run_1/layers.png
Two of the layers only.
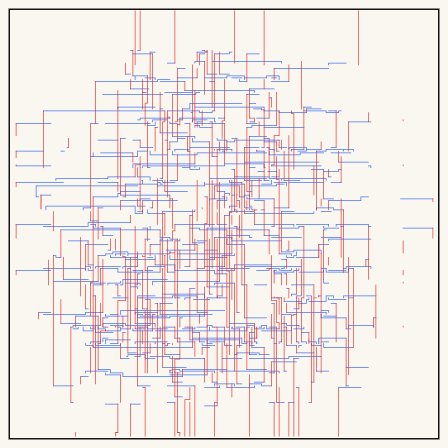
run_1/ff_map.png
Other sequential cells in the stronger grey, the rest of the logic in the fainter grey.
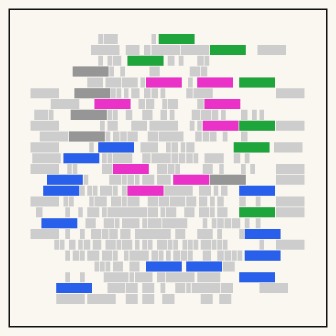
run_1/congestion_map.png
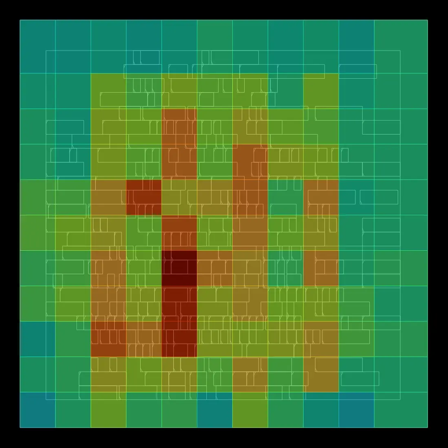
run_1/floorplan.png
Scale bar: 20 um. Pins as bars on the die edge. Tap cells in grey.
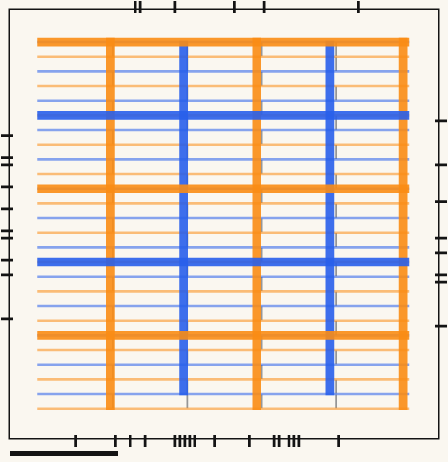
### src/rtl/kyber_coef_loader.sv
// kyber_coef_loader: reduces a natural-order coefficient stream mod q and writes it
// into the two-bank BRAM row layout (0,2),(1,3),(4,6),(5,7),...
module kyber_coef_loader #(
   parameter int Q  = 3329,
   parameter int N  = 256,
   parameter int DW = 12,
   parameter int AW = 7
) (
   input  logic          clk,
   input  logic          reset,
   input  logic          start,
   input  logic          din_valid,
   input  logic [DW-1:0] din,
   output logic          din_ready,
   output logic          we0,
   output logic          we1,
   output logic [AW-1:0] waddr,
   output logic [DW-1:0] wdata,
   output logic          busy,
   output logic          done,
   output logic          range_err
);
   localparam int IW = $clog2(N);
   typedef enum logic [1:0] {IDLE, LOAD, DONE} state_t;
   state_t        r_state;
   logic [IW-1:0] r_idx;
   logic          r_we0, r_we1, r_err;
   logic [AW-1:0] r_waddr;
   logic [DW-1:0] r_wdata;
   logic          w_acc, w_big;
   logic [DW-1:0] w_red;
   assign w_acc     = din_valid && r_state == LOAD;
   // a single subtraction is enough because the largest input is below 2q
   assign w_big     = din >= DW'(Q);
   assign w_red     = w_big ? din - DW'(Q) : din;
   assign din_ready = r_state == LOAD;
   assign busy      = r_state == LOAD;
   assign done      = r_state == DONE;
   assign we0       = r_we0;
   assign we1       = r_we1;
   assign waddr     = r_waddr;
   assign wdata     = r_wdata;
   assign range_err = r_err;
   always_ff @(posedge clk or posedge reset) begin
      if (reset) begin
         r_state <= IDLE;
         r_idx   <= '0;
         r_we0   <= 1'b0;
         r_we1   <= 1'b0;
         r_err   <= 1'b0;
         r_waddr <= '0;
         r_wdata <= '0;
      end else begin
         r_we0 <= 1'b0;
         r_we1 <= 1'b0;
         case (r_state)
            IDLE: if (start) begin
               r_state <= LOAD;
               r_idx   <= '0;
               r_err   <= 1'b0;
            end
            LOAD: if (w_acc) begin
               r_we0   <= ~r_idx[1];
               r_we1   <= r_idx[1];
               r_waddr <= {r_idx[IW-1:2], r_idx[0]};
               r_wdata <= w_red;
               r_idx   <= r_idx + 1'b1;
               if (w_big) r_err <= 1'b1;
               if (r_idx == IW'(N-1)) r_state <= DONE;
            end
            DONE: r_state <= IDLE;
            default: r_state <= IDLE;
         endcase
      end
   end
endmodule

### config.mk
export PLATFORM = sky130hd
export DESIGN_NAME = kyber_coef_loader
export DESIGN_NICKNAME = d
export VERILOG_FILES = /design/src/rtl/kyber_coef_loader.sv
export SDC_FILE = /design/constraint.sdc
export NUM_CORES = 1
export LEC_CHECK = 0
export ABC_AREA = 1
export ABC_CLOCK_PERIOD_IN_PS = 1300
export CAP_MARGIN = 20
export CORE_MARGIN = 5
export CORE_UTILIZATION = 35
export DETAILED_ROUTE_END_ITERATION = 6
export SYNTH_ARGS = -nofsm -noshare
export SYNTH_HDL_FRONTEND = slang
export SYNTH_SLANG_ARGS = --single-unit
export TNS_END_PERCENT = 50
### constraint.sdc
create_clock -name clk -period 1.3 [get_ports clk]
set_input_delay 0.13 -clock clk [delete_from_list [all_inputs] [get_ports clk]]
set_output_delay 0.13 -clock clk [all_outputs]
set_load 0.05 [all_outputs]
==> out/qor.json, run 1 <==
{
  "synth": {
    "yosysTopAreaCell": "dfrtp_1",
    "syn_avg_cell_area_um2": 7.88,
    "yosysChipArea_um2": 1690,
    "number_of_warnings_reported_in_the_yosys_synthesis_log": 0,
    "synth.net_count": 233,
    "post_synth_inst_count": 214,
    "synth_top_area_share": 0.475,
    "postSynthSeqShare": 0.475,
    "synthMostInstantiatedCell": "nand2_1",
    "mappedNetlistArea_um2": 1690,
    "synth_async_sr_flop_share": 1.00,
    "synth.distinct_cells": 24,
    "enable_flop_cells": 0,
    "synth_flop_count": 32,
    "netlist_top_cells_area": "dfrtp_1, nand2_1, inv_1",
    "ys_cells": 214
  },
  "final_timing": {
    "slew_headroom": 0.852,
    "pins_over_slew_limit": 0,
    "finalCritPeriodShare": 0.967,
    "holdWs_ns": 0.173,
    "transition_time_at_the_pin_with_the_least_slew_margin_ns": 0.222,
    "grt_setup_unrepaired": "yes",
    "hold_viol_final": 0,
    "maxClockFrequency_mhz": 795,
    "tmin_final_ns": 1.26,
    "skew_ns": 0.00221,
    "post_route_setup_tns_ns": 0,
    "setup_ws_ns": 0.0429,
    "number_of_endpoints_failing_setup_at_the_final_stage": 0
  },
  "route": {
    "detailedRoute.firstPassIterationCount": 5,
    "detail_route.wl_per_cell_um": 12.3,
    "routed_wirelength_mm": 4.26,
    "vias_per_cell": 4.66,
    "detail-route-antenna-nets": 0,
    "detail_route.drc_violations": 0,
    "drt_first_iter_violations": 65,
    "via_count": 1611
  },
  "placed_design": {
    "dp_hpwl_mm": 3.03,
    "io_buffer_count": 40,
    "place_ws_ns": -0.499
  },
  "pwr": {
    "power.switching_w": 0.00148,
    "switching_fraction_of_total_power": 0.382,
    "share_seq_of_total_power": 0.364,
    "share_comb_of_total_power": 0.450,
    "finalPower_w": 0.00388,
    "intPower_w": 0.00240,
    "share_clk_of_total_power": 0.185,
    "vdd_ir_drop_max_mv": 1.02,
    "power.density_cell_area_nw_per_um2": 1360
  },
  "clock_network": {
    "cts_tree": "done",
    "clk_pin_slew_worst_paths_ns": 0.06,
    "clkSinkCount": 32,
    "clkLatencyLatePin_ns": 0.28,
    "holdBufCountCts": 0,
    "tritoncts.num_buffers": 5,
    "clock_tree.htree_level_count": 2,
    "clock_tree.root_cell": "clkbuf_8",
    "clock_path_buffers": 2
  },
  "die": {
    "num_io_pins": 41,
    "die_width_um": 79.4,
    "fp-row-count": 25,
    "chip_area_um2": 6300,
    "core_area_um2": 4690,
    "floorplan.core_util": 0.359,
    "dieHeight_um": 79.4
  },
  "global_routing": {
    "grt_pass1_vias": 1628,
    "grt_max_degree": 33,
    "antenna_found_initial": 0,
    "grt_overflow": 0,
    "wire_length_of_the_first_global_routing_pass_mm": 7.17,
    "gr-usage-all-layers": 0.145
  },
  "cells_and_area": {
    "number_of_filler_instances_in_the_final_layout": 390,
    "post_route_cells_drive_above_1_share": 0.332,
    "n_antenna_cell": 0,
    "finalNetCount": 311,
    "area_growth_pct": 69.1
  },
  "setup_path": {
    "setup.worst_path.start_class": "register",
    "worst_setup_path_end_kind": "output port",
    "cp_data_required_time_ns": 1.17,
    "critPathKind": "register to output port"
  },
  "run_status": {
    "outcome": "complete, no violations"
  },
  "hold_path": {
    "min_path_type": "input port to register"
  },
  "job": {
    "warnings": 29,
    "max_cap_violations": 0
  }
}
About layers.png:
layer	colour	wire length
M1	blue	1940 um
M2	red	2100 um

About ff_map.png:
name in the netlist	colour	placed flops
r_idx	magenta	8
waddr	green	7
wdata	blue	12

About congestion_map.png:
fraction of met1 tracks used by global routing: 0.188
met2 global-route usage: 0.235
met3 Usage GRT: 0.0282
utilization after layout: 0.607
most used routing layer: met2

About floorplan.png:
net	colour
VDD	blue
VSS	orange
signal pins	41
met5 straps	5

run 1: power by group through the flow:
stage	clock [W]	combinational, W	sequential (W)
after floorplan	0	0.000394	0.00181
after global placement	0	0.00172	0.00142
after detailed placement	0	0.00173	0.00143
after CTS	0.000740	0.00175	0.00141
after global routing	0.000786	0.00185	0.00144
final	0.000719	0.00175	0.00141
run 1: flip-flops by register name (all words and copies together) (netlist names):
signal and flops:
r_state 2, we0 1, wdata 12, we1 1
waddr 7, r_idx 8, range_err 1
run 1: metrics by stage:
stage / utilization / instances / cell area, um2
3_5_place_dp: 0.569 / 336 / 2670
2_1_floorplan: - / 214 / 1700
4_1_cts: 0.601 / 346 / 2820
5_1_grt: 0.607 / 346 / 2850
6_report: 0.607 / 346 / 2850
3_3_place_gp: 0.569 / 336 / 2670
run 1: critical path, stage by stage, from the launching register on:
cell and delay (ns):
dfrtp_1 0.41, nor2_4 0.16, buf_6 0.14, buf_12 0.13
run 1: layout by cell type, fill, tap and decap left out, drive strengths merged:
cell / n
dlygate4sd2: 9
clkbuf: 7
clkinv: 1
xor2: 4
dfrtp: 32
buf: 63
ha: 3
dlymetal6s2s: 2
clkdlybuf4s50: 3
inv: 24
a21oi: 7
nand3: 20
nor3: 4
a211oi: 1
xnor2: 1
o21ai: 17
nand2: 67
nand4: 6
nor2: 21
run 1: final timing paths:
path / slack (ns) / cells past startpoint / endpoint / from
worst max-delay path: 0.04 / 3 / busy / r_state[1]
worst min-delay path: 0.17 / 4 / wdata[0] / din[0]
worst max register to register: 0.09 / 6 / r_idx[4] / r_state[1]
worst min register to register: 0.54 / 2 / waddr[1] / waddr[1]
max in group asynchronous: 0.95 / 3 / waddr[4] / reset
min in group asynchronous: 0.18 / 3 / we0 / reset
run 1: cell families (layout without fill, tap and decap cells):
| logic type | count (synthesis) | after routing | synth area share |
|---|---|---|---|
| flip-flops | 32 | 32 | 0.475 |
| adder cells (fa/ha/maj) | 3 | 3 | 0.0223 |
| AND/OR/NAND/NOR | 118 | 118 | 0.310 |
| buffers and inverters | 31 | 109 | 0.0817 |
| XOR/XNOR | 5 | 5 | 0.0260 |
| AND-OR/OR-AND | 25 | 25 | 0.0846 |
run 1: repair_timing:
action | in CTS | in global routing
setup buffers | 2 | 0
pin swaps | 7 | 3
gates resized | 23 | 12
cloned | 1 | 0
hold endpoints to repair | 0 | 0
endpoints found under the setup margin | 13 | 17
run 1: final cells by class:
class                           instances  area, um2  area share
Clock inverter                          1       5.00     0.00176
Sequential cell                        32        801       0.281
Timing Repair Buffer                   78        990       0.347
Inverter                               24       92.6      0.0325
Tap cell                               54       67.6      0.0237
Multi-Input combinational cell        151        822       0.288
Clock buffer                            6       72.6      0.0255
run 1: routing by layer:
layer / up-vias / routed length [um] / global-route usage
li1: 837 / - / -
met1: 732 / 1940 / 0.188
met2: 38 / 2100 / 0.235
met3: 4 / 154 / 0.0282
met4: 0 / 68 / 0.0619
met5: - / 0 / 0
run_1/closeup.png
Window x 47 to 72, y 7 to 32 um. Cells in grey, sequential cells in the stronger grey; small squares are vias.
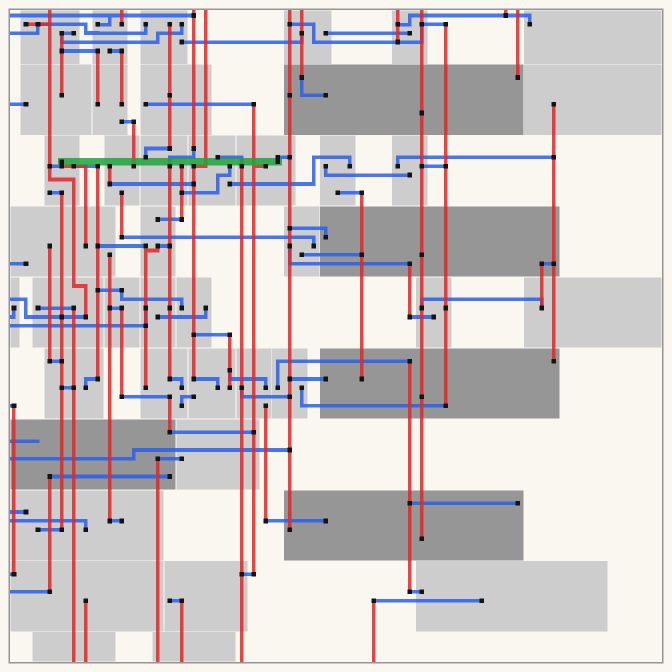

--- run 2 (diff from run 1) ---
--- a/config.mk
+++ b/config.mk
@@ -11,6 +11,7 @@
 export CORE_MARGIN = 5
 export CORE_UTILIZATION = 35
 export DETAILED_ROUTE_END_ITERATION = 6
+export PLACE_DENSITY_LB_ADDON = 0.2
 export SYNTH_ARGS = -nofsm -noshare
 export SYNTH_HDL_FRONTEND = slang
 export SYNTH_SLANG_ARGS = --single-unit
run_2/closeup.png
Window x 47 to 72, y 7 to 32 um. Cells in grey, sequential cells in the stronger grey; small squares are vias.
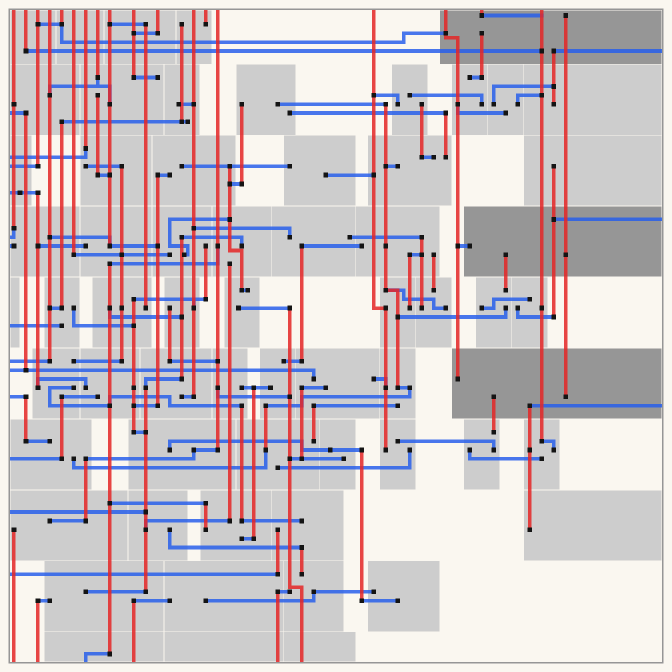
layer	colour
M2	red
M1	blue
most frequent	nand2_1 (14), buf_4 (10), inv_1 (5)
sequential cells in the window	3
cells with their middle in the window	57
netlist names of flops here include	wdata (3)

==> run 2 against run 1 <==
  * Cell count grew 1.7%
  * Largest power group unchanged
  * Die area unchanged
  * Design area increased by 3.1%
==> out/qor.json, run 2 <==
{
  "pwr": {
    "power.density_cell_area_nw_per_um2": 1320,
    "vdd_ir_drop_max_mv": 0.897,
    "intPower_w": 0.00240,
    "share_comb_of_total_power": 0.457,
    "share_seq_of_total_power": 0.362,
    "power.leakage_nw": 1.46,
    "power.switching_w": 0.00148,
    "share_clk_of_total_power": 0.181,
    "switching_fraction_of_total_power": 0.381
  },
  "synth": {
    "post_synth_inst_count": 214,
    "cell_types_with_the_highest_counts_after_synthesis": "nand2_1, dfrtp_1, inv_1",
    "yosysTopAreaCell": "dfrtp_1",
    "synth_top_area_share": 0.475,
    "synth.net_count": 233,
    "synth_async_sr_flop_share": 1.00,
    "synth.distinct_cells": 24,
    "mappedNetlistArea_um2": 1690,
    "syn_avg_cell_area_um2": 7.88,
    "synthMostInstantiatedCell": "nand2_1",
    "yosysChipArea_um2": 1690,
    "synth_flop_count": 32,
    "synth_top_flop_cell": "dfrtp_1",
    "number_of_warnings_reported_in_the_yosys_synthesis_log": 0,
    "ys_cells": 214,
    "enable_flop_cells": 0,
    "netlist_top_cells_area": "dfrtp_1, nand2_1, inv_1",
    "postSynthSeqShare": 0.475
  },
  "clock_network": {
    "clock_tree.htree_level_count": 2,
    "clock_path_buffers": 2,
    "tritoncts.num_buffers": 5,
    "holdBufCountCts": 0,
    "clock_tree.root_cell": "clkbuf_8",
    "clk_pin_slew_worst_paths_ns": 0.06,
    "clkSinkCount": 32,
    "clkLatencyLatePin_ns": 0.28,
    "cts_tree": "done"
  },
  "placed_design": {
    "place_ws_ns": -0.443,
    "io_buffer_count": 40,
    "dp_hpwl_mm": 3.15,
    "place.gp.congestion": 0.834
  },
  "route": {
    "detail-route-antenna-nets": 0,
    "via_count": 1655,
    "detailedRoute.firstPassIterationCount": 4,
    "drt_first_iter_violations": 82,
    "detail_route.wl_per_cell_um": 12.3,
    "vias_per_cell": 4.70,
    "routed_wirelength_mm": 4.32,
    "detail_route.drc_violations": 0
  },
  "final_timing": {
    "hold_viol_final": 0,
    "finalCritPeriodShare": 0.969,
    "setup_ws_ns": 0.0406,
    "maxClockFrequency_mhz": 794,
    "pins_over_slew_limit": 0,
    "number_of_endpoints_failing_setup_at_the_final_stage": 0,
    "skew_ns": 0.00416,
    "slew_headroom": 0.805,
    "transition_time_at_the_pin_with_the_least_slew_margin_ns": 0.291,
    "tmin_final_ns": 1.26,
    "grt_setup_unrepaired": "yes"
  },
  "cells_and_area": {
    "fin_util": 0.626,
    "finalNetCount": 317,
    "area_growth_pct": 74.4,
    "largest_register_ffs": 12,
    "n_antenna_cell": 0,
    "top_layout_cell": "nand2_1",
    "number_of_filler_instances_in_the_final_layout": 383,
    "final_cell_mix": "nand2_1, buf_4, dfrtp_1, buf_12, inv_1",
    "post_route_cells_drive_above_1_share": 0.372
  },
  "run_status": {
    "outcome": "complete, no violations"
  },
  "setup_path": {
    "worst_setup_path_end_kind": "output port",
    "critPathKind": "register to output port",
    "setup.worst_path.start_class": "register",
    "timing.critical_path.fanout_max": 4,
    "critPathArrivalTime_ns": 1.13,
    "cp_data_required_time_ns": 1.17
  },
  "job": {
    "max_cap_violations": 0,
    "warnings": 30
  },
  "global_routing": {
    "grt_overflow": 0,
    "grt_max_degree": 33,
    "grt_pass1_vias": 1670,
    "antenna_found_initial": 0,
    "gr-usage-all-layers": 0.143,
    "wire_length_of_the_first_global_routing_pass_mm": 7.13
  },
  "die": {
    "dieHeight_um": 79.4,
    "num_io_pins": 41,
    "fp-row-count": 25,
    "core_area_um2": 4690,
    "die_width_um": 79.4,
    "chip_area_um2": 6300,
    "floorplan.core_util": 0.359
  },
  "hold_path": {
    "min_path_type": "input port to asynchronous set/reset pin"
  }
}
[run 2: cell count changes in the layout (fill, tap and decap cells not counted), moves of 2 or more]
cell and change:
buf_6 +3, nor2_4 +2, nor2_2 +5, buf_4 +6, dlymetal6s2s_1 +6, buf_12 -2, nor2_1 -7, inv_2 -3
dlygate4sd2_1 -6, inv_1 +2
[run 2: critical path, stage by stage (launching register included)]
cell and delay [ns]:
dfrtp_1 0.42, nor2_4 0.16, buf_6 0.14, buf_12 0.13
[run 2: what timing repair did]
| action | CTS | global route |
|---|---|---|
| pin swaps | 4 | 11 |
| cloned | 1 | 0 |
| gates resized | 19 | 31 |
| buffers inserted | 2 | 1 |
| endpoints found under the setup margin | 14 | 20 |
[run 2: worst paths after layout]
check,from,endpoint,slack [ns],depth (start not counted)
worst max-delay path,r_state[1],din_ready,0.04,3
worst min-delay path,reset,we1,0.19,3
worst max register to register,r_state[1],r_idx[5],0.09,5
worst min register to register,wdata[4],wdata[4],0.54,2
max in group asynchronous,reset,r_state[1],0.94,3
min in group clk,din[11],wdata[11],0.26,4
[run 2: metal layers]
layer	up-vias	global-route usage	share of wire
met1	767	0.176	0.46
met3	6	0.0384	0.029
met2	27	0.239	0.50
met4	0	0.0533	0.012
li1	855	-	-
met5	-	0	0
[run 2: cell type report]
class | instances | area, um2 | share of cell area
Clock buffer | 6 | 72.6 | 0.0247
Clock inverter | 1 | 5.00 | 0.00170
Inverter | 24 | 95.1 | 0.0324
Multi-Input combinational cell | 151 | 870 | 0.296
Sequential cell | 32 | 801 | 0.272
Tap cell | 54 | 67.6 | 0.0230
Timing Repair Buffer | 84 | 1030 | 0.350
[run 2: kinds of logic after synthesis]
kind of cell | Yosys count | share of synthesized area
simple gates | 118 | 0.310
compound gates | 25 | 0.0846
xor+xnor | 5 | 0.0260
flops | 32 | 0.475
buf+inv | 31 | 0.0817
fa+ha+maj | 3 | 0.0223
[run 2: stage by stage]
stage                     hold WS (ns)  TNS [ns]  instance area, um2  std cells  total power, W
after global routing             0.228    -0.167                2940        352         0.00409
after global placement           0.496     -4.46                2680        341         0.00314
after CTS                        0.198  -0.00107                2830        351         0.00390
after floorplan                  0.246     -1.08                1700        214         0.00221
after detailed placement         0.493     -5.21                2680        341         0.00316
final                            0.192         0                2940        352         0.00388
[run 2: power by group through the flow]
stage / logic (W) / registers [W] / clock network, W
floorplan: 0.000394 / 0.00181 / 0
finish: 0.00177 / 0.00141 / 0.000704
detailed placement: 0.00173 / 0.00142 / 0
global placement: 0.00172 / 0.00142 / 0
CTS: 0.00176 / 0.00141 / 0.000733
global route: 0.00189 / 0.00143 / 0.000765
--- run 3 (diff from run 2) ---
--- a/config.mk
+++ b/config.mk
@@ -7,7 +7,6 @@
 export LEC_CHECK = 0
 export ABC_AREA = 1
 export ABC_CLOCK_PERIOD_IN_PS = 1300
-export CAP_MARGIN = 20
 export CORE_MARGIN = 5
 export CORE_UTILIZATION = 35
 export DETAILED_ROUTE_END_ITERATION = 6
run_3/congestion_map.png
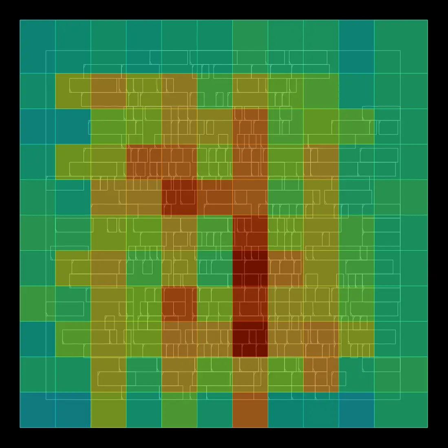
met3 Usage GRT: 0.0384
fraction of met1 tracks used by global routing: 0.176

==> run 3 against run 2 <==
  * Combinational power barely moved
  * Non-clock buffer count did not move
  * Worst hold slack did not move
  * Sequential share of layout area did not move
  * Design area did not move
  * First-iteration DRC count did not move
  * Flip-flop count did not move
  * Largest cell class unchanged
==> out/qor.json, run 3 <==
{
  "final_timing": {
    "setup_ws_ns": 0.0406,
    "post_route_setup_tns_ns": 0,
    "skew_ns": 0.00416,
    "finalCritPeriodShare": 0.969,
    "tmin_final_ns": 1.26,
    "slew_headroom": 0.805,
    "pins_over_slew_limit": 0,
    "grt_setup_unrepaired": "yes"
  },
  "global_routing": {
    "antenna_found_initial": 0,
    "grt_overflow": 0,
    "grt_pass1_vias": 1670,
    "wire_length_of_the_first_global_routing_pass_mm": 7.13,
    "grt_max_degree": 33,
    "gr-usage-all-layers": 0.143
  },
  "synth": {
    "enable_flop_cells": 0,
    "synth_top_flop_cell": "dfrtp_1",
    "number_of_warnings_reported_in_the_yosys_synthesis_log": 0,
    "netlist_top_cells_area": "dfrtp_1, nand2_1, inv_1",
    "postSynthSeqShare": 0.475,
    "synthMostInstantiatedCell": "nand2_1",
    "cell_types_with_the_highest_counts_after_synthesis": "nand2_1, dfrtp_1, inv_1",
    "synth_flop_count": 32,
    "yosysTopAreaCell": "dfrtp_1",
    "synth_top_area_share": 0.475,
    "synth_async_sr_flop_share": 1.00,
    "yosysChipArea_um2": 1690,
    "mappedNetlistArea_um2": 1690
  },
  "setup_path": {
    "worst_r2r_path_depth": 5,
    "cp_data_required_time_ns": 1.17,
    "critPathArrivalTime_ns": 1.13,
    "worst_path_dominant_cell_family": "flip-flops",
    "timing.critical_path.fanout_max": 4,
    "timing.critical_path.buf_inv": 2,
    "critPathKind": "register to output port",
    "worst_setup_path_end_kind": "output port",
    "r2r_slack_ns": 0.09,
    "worstReg2RegEnd": "r_idx[5]",
    "critPathMaxStageDelay_ns": 0.42,
    "crit_slowest_cell": "dfrtp_1"
  },
  "cells_and_area": {
    "number_of_filler_instances_in_the_final_layout": 383,
    "largest_register_ffs": 12,
    "final_cell_mix": "nand2_1, buf_4, dfrtp_1, buf_12, inv_1",
    "top_layout_cell": "nand2_1",
    "n_antenna_cell": 0,
    "final_design_area_no_fill_um2": 2940
  },
  "route": {
    "detail-route-antenna-nets": 0,
    "routed_wirelength_mm": 4.32,
    "detailedRoute.firstPassIterationCount": 4,
    "drt_first_iter_violations": 82,
    "detail_route.wl_per_cell_um": 12.3,
    "detail_route.drc_violations": 0,
    "vias_per_cell": 4.70
  },
  "die": {
    "num_io_pins": 41,
    "core_area_um2": 4690,
    "fp-row-count": 25,
    "die_width_um": 79.4,
    "floorplan.core_util": 0.359,
    "chip_area_um2": 6300,
    "dieHeight_um": 79.4
  },
  "placed_design": {
    "dp_hpwl_mm": 3.15,
    "io_buffer_count": 40,
    "placedInstanceArea_um2": 2680,
    "place.gp.congestion": 0.834
  },
  "pwr": {
    "share_clk_of_total_power": 0.181,
    "share_comb_of_total_power": 0.457,
    "power.leakage_nw": 1.46,
    "power.switching_w": 0.00148,
    "vdd_ir_drop_max_mv": 0.897,
    "switching_fraction_of_total_power": 0.381,
    "share_seq_of_total_power": 0.362,
    "power.density_cell_area_nw_per_um2": 1320,
    "intPower_w": 0.00240
  },
  "clock_network": {
    "clkSinkCount": 32,
    "tritoncts.num_buffers": 5,
    "holdBufCountCts": 0,
    "clock_tree.htree_level_count": 2,
    "clock_path_buffers": 2,
    "clkLatencyLatePin_ns": 0.28,
    "clk_pin_slew_worst_paths_ns": 0.06
  },
  "run_status": {
    "outcome": "complete, no violations"
  },
  "hold_path": {
    "min_path_type": "input port to asynchronous set/reset pin"
  },
  "job": {
    "warnings": 30
  }
}
==> run 3: cell counts in the layout (fill, tap and decap cells not counted) <==
Identical to the previous run, type by type.
==> run 3: how the worst max path moves through the flow <==
stage / startpoint / endpoint / slack, ns / cells after the start
3_3_place_gp: din[0] / wdata[2] / -0.37 / 10
4_1_cts: din[4] / wdata[11] / -0.001 / 10
3_5_place_dp: din[1] / wdata[2] / -0.44 / 11
2_1_floorplan: r_state[0] / r_idx[4] / -0.07 / 7
6_report: r_state[1] / din_ready / 0.04 / 3
5_1_grt: din[0] / wdata[6] / -0.04 / 11
==> run 3: worst min-delay path: cells and delay by family <==
kind,cells,cell delay (ns)
buf+inv,3,0.69
==> run 3: logic make-up after synthesis <==
logic type / share of synthesized area
simple gates: 0.310
flops: 0.475
buf+inv: 0.0817
compound gates: 0.0846
xor+xnor: 0.0260
fa+ha+maj: 0.0223
==> run 3: metal layers <==
| layer | routed length (um) | track usage |
|---|---|---|
| met1 | 1980 | 0.176 |
| met2 | 2160 | 0.239 |
| met3 | 124 | 0.0384 |
| met4 | 50 | 0.0533 |
| met5 | 0 | 0 |
==> run 3: through the flow <==
stage | total power, W | instances | util | hold WS [ns]
after CTS | 0.00390 | 351 | 0.603 | 0.198
final | 0.00388 | 352 | 0.626 | 0.192
after floorplan | 0.00221 | 214 | - | 0.246
after global routing | 0.00409 | 352 | 0.626 | 0.228
after global placement | 0.00314 | 341 | 0.572 | 0.496
after detailed placement | 0.00316 | 341 | 0.572 | 0.493
==> run 3: final cells by class <==
type / count / area [um2] / area share
Inverter: 24 / 95.1 / 0.0324
Multi-Input combinational cell: 151 / 870 / 0.296
Tap cell: 54 / 67.6 / 0.0230
Timing Repair Buffer: 84 / 1030 / 0.350
Clock inverter: 1 / 5.00 / 0.00170
Sequential cell: 32 / 801 / 0.272
Clock buffer: 6 / 72.6 / 0.0247
==> run 3: what timing repair did <==
item                                    4_1_cts  5_1_grt
resized                                      19       31
pin swaps                                     4       11
cloned                                        1        0
setup buffers                                 2        1
endpoints found under the setup margin       14       20
hold endpoints to repair                      0        0
==> run 3: power by group through the flow <==
stage / registers [W] / logic (W) / clock network, W
floorplan: 0.00181 / 0.000394 / 0
global placement: 0.00142 / 0.00172 / 0
detailed placement: 0.00142 / 0.00173 / 0
CTS: 0.00141 / 0.00176 / 0.000733
global route: 0.00143 / 0.00189 / 0.000765
finish: 0.00141 / 0.00177 / 0.000704
No activity file was given, so power comes from the tool's default toggle rates.
